**config.mk**
```make
export PLATFORM = sky130hd
export DESIGN_NAME = shift_unit_mc_flat
export DESIGN_NICKNAME = d
export VERILOG_FILES = /design/src/rtl/mips_pkg.sv /design/src/rtl/shift_unit_mc_if.sv /design/src/rtl/shift_step.sv /design/src/rtl/shift_unit_mc.sv /design/src/flat_wrapper.sv
export SDC_FILE = /design/constraint.sdc
export NUM_CORES = 1
export LEC_CHECK = 0
export ABC_CLOCK_PERIOD_IN_PS = 4140
export CAP_MARGIN = 20
export CORE_ASPECT_RATIO = 2
export CORE_UTILIZATION = 40
export DETAILED_ROUTE_END_ITERATION = 10
export PLACE_DENSITY = 0.64
export REMOVE_ABC_BUFFERS = 1
export SETUP_SLACK_MARGIN = 0.5
export SYNTH_ARGS = -nofsm -noshare
export SYNTH_HDL_FRONTEND = slang
export SYNTH_SLANG_ARGS = --single-unit
```
**constraint.sdc**
```tcl
create_clock -name clk -period 4.14 [get_ports clk]
set_clock_uncertainty 0.15 [all_clocks]
set_input_delay 0.414 -clock clk [delete_from_list [all_inputs] [get_ports clk]]
set_output_delay 0.414 -clock clk [all_outputs]
set_load 0.005 [all_outputs]
```
**src/rtl/mips_pkg.sv**
```systemverilog
// Shared MIPS execute-stage encodings: shift op codes and the shift unit FSM states.
package mips_pkg;

  typedef logic [1:0] shift_op_t;

  localparam shift_op_t SHIFT_OP_SLL = 2'b00;
  localparam shift_op_t SHIFT_OP_SRL = 2'b01;
  localparam shift_op_t SHIFT_OP_SRA = 2'b10;
  localparam shift_op_t SHIFT_OP_ROR = 2'b11;

  typedef enum logic [1:0] {
    ST_IDLE  = 2'd0,
    ST_SHIFT = 2'd1,
    ST_DONE  = 2'd2
  } shift_state_e;

endpackage

```
**src/rtl/shift_unit_mc_if.sv**
```systemverilog
// Issue-side and writeback-side handshake bundle of the multi-cycle shifter.
interface shift_unit_mc_if #(
  parameter int unsigned WIDTH   = 32,
  parameter int unsigned SHAMT_W = $clog2(WIDTH)
) ();
  import mips_pkg::*;

  logic               in_valid;
  logic               in_ready;
  logic [WIDTH-1:0]   in_data;
  logic [SHAMT_W-1:0] in_shamt;
  shift_op_t          in_op;
  logic               out_valid;
  logic               out_ready;
  logic [WIDTH-1:0]   out_data;
  logic               out_carry;
  logic               out_zero;

  modport master (
    output in_valid, in_data, in_shamt, in_op, out_ready,
    input  in_ready, out_valid, out_data, out_carry, out_zero
  );

  modport slave (
    input  in_valid, in_data, in_shamt, in_op, out_ready,
    output in_ready, out_valid, out_data, out_carry, out_zero
  );

endinterface

```
**src/rtl/shift_step.sv**
```systemverilog
// One combinational shift/rotate pass by k (0..STEP) positions, with the last bit moved out.
module shift_step
  import mips_pkg::*;
#(
  parameter int unsigned WIDTH = 32,
  parameter int unsigned STEP  = 4
) (
  input  logic [WIDTH-1:0]           data_i,
  input  shift_op_t                  op_i,
  input  logic [$clog2(STEP+1)-1:0]  k_i,
  output logic [WIDTH-1:0]           data_o,
  output logic                       carry_o
);

  // One guard bit on the exit side of each shift catches the bit moved out last.
  logic [WIDTH:0]        sll_w;
  logic [WIDTH:0]        srl_w;
  logic signed [WIDTH:0] sra_w;
  logic [WIDTH-1:0]      ror_w;

  always_comb begin
    sll_w   = {1'b0, data_i} << k_i;
    srl_w   = {data_i, 1'b0} >> k_i;
    sra_w   = $signed({data_i, 1'b0}) >>> k_i;
    ror_w   = WIDTH'({data_i, data_i} >> k_i);
    data_o  = data_i;
    carry_o = 1'b0;
    case (op_i)
      SHIFT_OP_SLL: begin data_o = sll_w[WIDTH-1:0]; carry_o = sll_w[WIDTH]; end
      SHIFT_OP_SRL: begin data_o = srl_w[WIDTH:1];   carry_o = srl_w[0];     end
      SHIFT_OP_SRA: begin data_o = sra_w[WIDTH:1];   carry_o = sra_w[0];     end
      default:      begin data_o = ror_w;            carry_o = ror_w[WIDTH-1]; end
    endcase
    if (k_i == '0) carry_o = 1'b0;
  end

endmodule

```
**src/rtl/shift_unit_mc.sv**
```systemverilog
// Multi-cycle shifter/rotator: IDLE accepts an op, SHIFT moves up to STEP bits per cycle,
// DONE holds the result until writeback takes it.
module shift_unit_mc
  import mips_pkg::*;
#(
  parameter int unsigned WIDTH   = 32,
  parameter int unsigned SHAMT_W = $clog2(WIDTH),
  parameter int unsigned STEP    = 4
) (
  input  logic            clk,
  input  logic            rst_n,
  input  logic            flush,
  shift_unit_mc_if.slave  bus
);

  localparam int unsigned KW = $clog2(STEP + 1);

  shift_state_e       state_q, state_d;
  logic [WIDTH-1:0]   data_q, data_d;
  shift_op_t          op_q, op_d;
  logic [SHAMT_W-1:0] rem_q, rem_d;
  logic [WIDTH-1:0]   res_q, res_d;
  logic               carry_q, carry_d;
  logic               in_ready_q, in_ready_d;
  logic               out_valid_q, out_valid_d;

  logic [KW-1:0]      k_c;
  logic [WIDTH-1:0]   step_data_c;
  logic               step_carry_c;

  // Per-cycle step size: min(remaining, STEP).
  always_comb begin
    if (32'(rem_q) >= 32'(STEP)) k_c = KW'(STEP);
    else                         k_c = KW'(rem_q);
  end

  shift_step #(
    .WIDTH (WIDTH),
    .STEP  (STEP)
  ) u_step (
    .data_i  (data_q),
    .op_i    (op_q),
    .k_i     (k_c),
    .data_o  (step_data_c),
    .carry_o (step_carry_c)
  );

  always_comb begin
    state_d = state_q;
    data_d  = data_q;
    op_d    = op_q;
    rem_d   = rem_q;
    res_d   = res_q;
    carry_d = carry_q;
    if (flush) begin
      state_d = ST_IDLE;
      rem_d   = '0;
    end else begin
      unique case (state_q)
        ST_IDLE: begin
          if (bus.in_valid) begin
            data_d = bus.in_data;
            op_d   = bus.in_op;
            rem_d  = bus.in_shamt;
            if (bus.in_shamt == '0) begin
              state_d = ST_DONE;
              res_d   = bus.in_data;
              carry_d = 1'b0;
            end else begin
              state_d = ST_SHIFT;
            end
          end
        end
        ST_SHIFT: begin
          data_d = step_data_c;
          rem_d  = rem_q - SHAMT_W'(k_c);
          if (rem_d == '0) begin
            state_d = ST_DONE;
            res_d   = step_data_c;
            carry_d = step_carry_c;
          end
        end
        ST_DONE: begin
          if (bus.out_ready) state_d = ST_IDLE;
        end
        default: state_d = ST_IDLE;
      endcase
    end
    in_ready_d  = (state_d == ST_IDLE);
    out_valid_d = (state_d == ST_DONE);
  end

  always_ff @(posedge clk or negedge rst_n) begin
    if (!rst_n) begin
      state_q     <= ST_IDLE;
      data_q      <= '0;
      op_q        <= SHIFT_OP_SLL;
      rem_q       <= '0;
      res_q       <= '0;
      carry_q     <= 1'b0;
      in_ready_q  <= 1'b1;
      out_valid_q <= 1'b0;
    end else begin
      state_q     <= state_d;
      data_q      <= data_d;
      op_q        <= op_d;
      rem_q       <= rem_d;
      res_q       <= res_d;
      carry_q     <= carry_d;
      in_ready_q  <= in_ready_d;
      out_valid_q <= out_valid_d;
    end
  end

  assign bus.in_ready  = in_ready_q;
  assign bus.out_valid = out_valid_q;
  assign bus.out_data  = res_q;
  assign bus.out_carry = carry_q;
  assign bus.out_zero  = (res_q == '0);

endmodule

```
**src/flat_wrapper.sv**
```systemverilog
// flat-port wrapper written by rule: the top's interface ports become plain ports
module shift_unit_mc_flat import mips_pkg::*;
#(
  parameter int unsigned WIDTH   = 32,
  parameter int unsigned SHAMT_W = $clog2(WIDTH),
  parameter int unsigned STEP    = 4
)
  (clk, rst_n, flush, bus_in_valid, bus_in_data, bus_in_shamt, bus_in_op, bus_out_ready, bus_in_ready, bus_out_valid, bus_out_data, bus_out_carry, bus_out_zero);
  shift_unit_mc_if #(.WIDTH(WIDTH), .SHAMT_W(SHAMT_W)) bus_i ();
  input  logic clk;
  input  logic rst_n;
  input  logic flush;
  input wire logic [$bits(bus_i.in_valid)-1:0] bus_in_valid;
  input wire logic [$bits(bus_i.in_data)-1:0] bus_in_data;
  input wire logic [$bits(bus_i.in_shamt)-1:0] bus_in_shamt;
  input wire logic [$bits(bus_i.in_op)-1:0] bus_in_op;
  input wire logic [$bits(bus_i.out_ready)-1:0] bus_out_ready;
  output wire logic [$bits(bus_i.in_ready)-1:0] bus_in_ready;
  output wire logic [$bits(bus_i.out_valid)-1:0] bus_out_valid;
  output wire logic [$bits(bus_i.out_data)-1:0] bus_out_data;
  output wire logic [$bits(bus_i.out_carry)-1:0] bus_out_carry;
  output wire logic [$bits(bus_i.out_zero)-1:0] bus_out_zero;
  assign bus_i.in_valid = bus_in_valid;
  assign bus_i.in_data = bus_in_data;
  assign bus_i.in_shamt = bus_in_shamt;
  assign bus_i.in_op = bus_in_op;
  assign bus_i.out_ready = bus_out_ready;
  assign bus_in_ready = bus_i.in_ready;
  assign bus_out_valid = bus_i.out_valid;
  assign bus_out_data = bus_i.out_data;
  assign bus_out_carry = bus_i.out_carry;
  assign bus_out_zero = bus_i.out_zero;
  shift_unit_mc #(.WIDTH(WIDTH), .SHAMT_W(SHAMT_W), .STEP(STEP)) u_core (.clk(clk), .rst_n(rst_n), .flush(flush), .bus(bus_i));
endmodule
```
==> run summary, run 1 <==
impl run done, here's what came out: outcome finished, final reports clean, Basic Gates by Area 21.8%, final worst slack 0.805 ns, ClkCell Share 4.49%, Finish-stage setup viols 0, Crit path max-delay family simple AND/OR/NAND/NOR gates, Post CTS Setup Buffer Count 0, CTS max path bufs 2, Comb gates 555, R2R depth 10, Die H approximately 170 µm, wire length per cell roughly 22 µm, MUX share of area under 10%, CTS tree done, FFs w/ async S/R, synth 100%, worst slack at placement 0.550 ns, gr ovfl total 0, Adder-Cell Fraction of Synth Area 0.221%, total CTS buffers 9, worst path bufs/invs 1, Inst Count DP 925, wl on met1 7620 µm, Min-Delay Path Class input pin to async pin, Final HPWL DP 14000 µm, # nets final 794, Net Sw Frac between 40% and 50%, ys flops 76, distinct lib cells 58, crit path launch type register, clock-pin slew on the worst setup and hold paths 0.06 ns, Tap Cells 189, Internal about 2.3 mW, worst-path fanout max 31, type of the worst setup path register to register, Post-synth EDFFs 0, Register Area ~1900 µm², Gate power share 41.6%, Finished Layout Cells 942, crit-path cells or3_1 -> nand2_1 -> ha_1 -> a211oi_1 -> o22a_1 -> nor4b_2 -> o21a_4 -> buf_4 -> nor2_1 -> a21oi_1, Seq group 1.42 mW, worst hold slack 0.303 ns, PortBufs 79, Final period util 80.6%, Sink Count 76, global-route wire length before repair 31900 µm, H-tree levels 3, flop count 76, Non-clock buffers approximately 100, Commonest flop dfrtp_1, R2R Path Start u_core.rem_q[2], FP Util 40.8%, Die Size between 10000 and 15000 µm², FF-to-FF setup slack ~0.8 ns, most common logic cells in the final layout clkdlybuf4s50_1, nor2_1, dfrtp_1, critical path depth 10, Final ANT Viol Nets 0, dominant kind of combinational cell AND-OR/OR-AND gates, Clock group 0.858 mW, Fillers 1397, Top cell excl fill/tap clkdlybuf4s50_1, average cell area after synthesis 7.84 µm², Worst Setup End Kind register, # rows 61, max cap viols 0, RePlAce Congestion 0.906, Clk pwr share 22.1%, clk_buf instances 10, Hold-fix buffers, CTS 0, Finished Core Util 49.1%, top cell type by total area after synthesis dfrtp_1, Setup crit start u_core.rem_q[2], Max Transition Viols Final 0, largest net degree at the start of global routing 77, FMAX around 0.30 GHz, P_sw 1.59 mW, Biggest consumer combinational cells, NonClk Buf Share ~14%, max layer used met4, Pwr per Cell Area 570 nW/µm², layout cells sized above 1 approximately 8.1%, Root Buffer clkbuf_16, LEAKAGE 2.53 nW, chip width 86.2 µm, First-pass DRT Iterations 5, Ys Warns 0, Seq pwr share 36.4%, gr usage total 28.5%, number of cells in Yosys stat 723, Slew @ Worst Pin 1.11 ns, top cells, area dfrtp_1, a211oi_1, o21ai_0, Logic area 3380 µm², Critical Path Max Stage Delay between 0.5 and 0.6 ns, setup total negative slack 0 ns, register share after synthesis 33.6%, IO Pins 80, Yosys top cell by instances nor2_1, Comb area share 49.5%, DRC Markers 0, total core area 13900 µm², Post-synth top cells nor2_1, dfrtp_1, nand2_1, PnR Total Power 3.89 mW, Top Usage Layer GRT met2, Top class by area logic gates, Synth Instances 723, end point of the critical path u_core.bus.out_data[17], initial antenna violation count 0, Critical Path AT around 3.5 ns, yosys synthesis chip area 5670 µm², Log Warnings 25
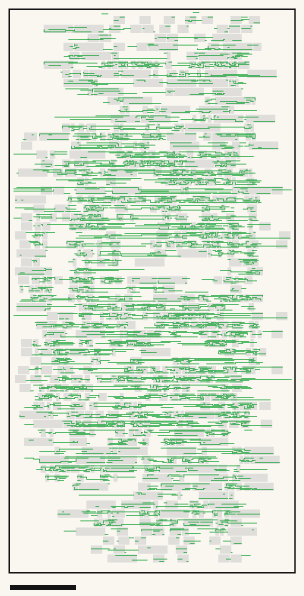
**Above:** run 1 (met1 routing).
Bar = 20 µm. Cells faint in the background.
The wires run mostly horizontal. The layer carries 7620 µm of wire. The layer holds 37% of the routed length. The longest straight run is 55.9 µm.
Routed WL: 20900 µm
met1 usage: 32.6%
Vias: 6099

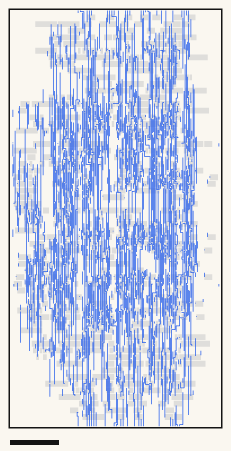
**Above:** run 1 (met2 routing).
Bar = 20 µm. Cells faint in the background.
The longest straight run is 72.2 µm. The layer carries 10600 µm of wire.
GR Layer Usage met2: 48.3%

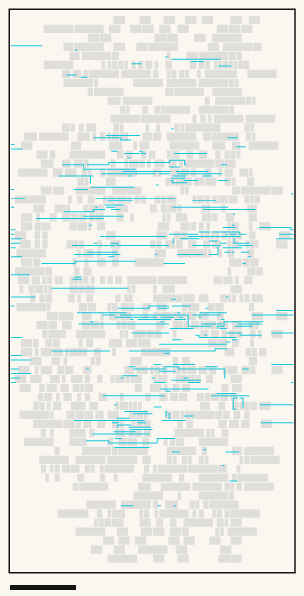
**Above:** run 1 (the metal 3 layer).
Bar = 20 µm. Cells faint in the background.
The layer holds 6.4% of the routed length. The longest straight run is 27.1 µm. 115 nets have wire on it. The wires run mostly horizontal.
GRT met3 Usage: 3.78%

==> run 2, diff against run 1 <==
--- a/config.mk
+++ b/config.mk
@@ -5,12 +5,12 @@
 export SDC_FILE = /design/constraint.sdc
 export NUM_CORES = 1
 export LEC_CHECK = 0
-export ABC_CLOCK_PERIOD_IN_PS = 4140
+export ABC_CLOCK_PERIOD_IN_PS = 2700
 export CAP_MARGIN = 20
 export CORE_ASPECT_RATIO = 2
 export CORE_UTILIZATION = 40
 export DETAILED_ROUTE_END_ITERATION = 10
-export PLACE_DENSITY = 0.64
+export PLACE_DENSITY = 0.66
 export REMOVE_ABC_BUFFERS = 1
 export SETUP_SLACK_MARGIN = 0.5
 export SYNTH_ARGS = -nofsm -noshare
==> constraint.sdc (replaced) <==
create_clock -name clk -period 2.7 [get_ports clk]
set_clock_uncertainty 0.15 [all_clocks]
set_input_delay 0.27 -clock clk [delete_from_list [all_inputs] [get_ports clk]]
set_output_delay 0.27 -clock clk [all_outputs]
set_load 0.005 [all_outputs]
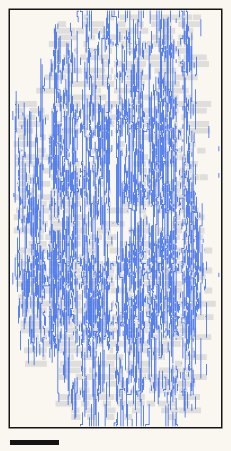
**Above:** run 2 (met2 routing).
Bar = 20 µm. Cells faint in the background.
The longest straight run is 54.7 µm. The layer carries 11800 µm of wire.
GR Layer Usage met2: 53.5%
Vias: 6584
Routed WL: 23000 µm

==> run 2 against run 1 <==
  * Routed wire length grew 10%
  * Non-clock buffer count up 61
  * Via count is 8.0% higher
  * Sequential share of layout area down 4.4 points
==> run summary, run 2 <==
impl run done, here's what came out: outcome finished, final reports clean, worst path bufs/invs 1, Die H 170 µm, crit-path cells or3_4 -> nand2_4 -> ha_4 -> a211oi_2 -> o22a_1 -> nor4b_4 -> o21a_2 -> buf_12 -> mux2_2, PnR Total Power 6.89 mW, end point of the critical path u_core.bus.out_data[9], Adder-Cell Fraction of Synth Area 0.221%, gr usage total a little under a third, DRC Markers 0, clock-pin slew on the worst setup and hold paths 0.07 ns, FFs w/ async S/R, synth 100%, ys flops 76, worst slack at placement -0.168 ns, Top Usage Layer GRT met2, Post CTS Setup Buffer Count 9, Top cell excl fill/tap clkdlybuf4s50_1, Root Buffer clkbuf_16, Fillers 1263, Biggest consumer combinational cells, global-route wire length before repair 35000 µm, Yosys top cell by instances nor2_1, crit path launch type register, max cap viols 0, average cell area after synthesis 7.84 µm², Internal 4.11 mW, top cells, area dfrtp_1, a211oi_1, o21ai_0, H-tree levels 3, setup total negative slack 0 ns, Seq group 2.21 mW, layout cells sized above 1 26.3%, dominant kind of combinational cell AND-OR/OR-AND gates, Critical Path AT 2.66 ns, Post-synth EDFFs 0, R2R Path Start u_core.rem_q[3], LEAKAGE 3.06 nW, Pwr per Cell Area 849 nW/µm², CTS tree done, Top class by area logic gates, Finished Layout Cells 1004, Non-clock buffers 162, Critical Path Max Stage Delay 0.40 ns, worst-path fanout max 10, Finish-stage setup viols 0, initial antenna violation count 0, Sink Count 76, ClkCell Share 4.51%, Max Transition Viols Final 0, Worst Setup End Kind register, CTS max path bufs 2, Comb area share 48.8%, Tap Cells between 150 and 200, number of cells in Yosys stat 723, most common logic cells in the final layout clkdlybuf4s50_1, dfrtp_1, nand2_1, Slew @ Worst Pin 0.686 ns, worst hold slack 0.350 ns, Log Warnings 27, chip width approximately 86 µm, flop count roughly 76, largest net degree at the start of global routing ~50, Hold-fix buffers, CTS 1, distinct lib cells 58, Basic Gates by Area 21.8%, Final ANT Viol Nets 0, Gate power share 45.6%, yosys synthesis chip area 5670 µm², NonClk Buf Share about a fifth, FMAX ~0.39 GHz, PortBufs 79, P_sw 2.78 mW, MUX share of area 6.18%
Power figures rest on the tool's default switching activity, not on a simulated workload.
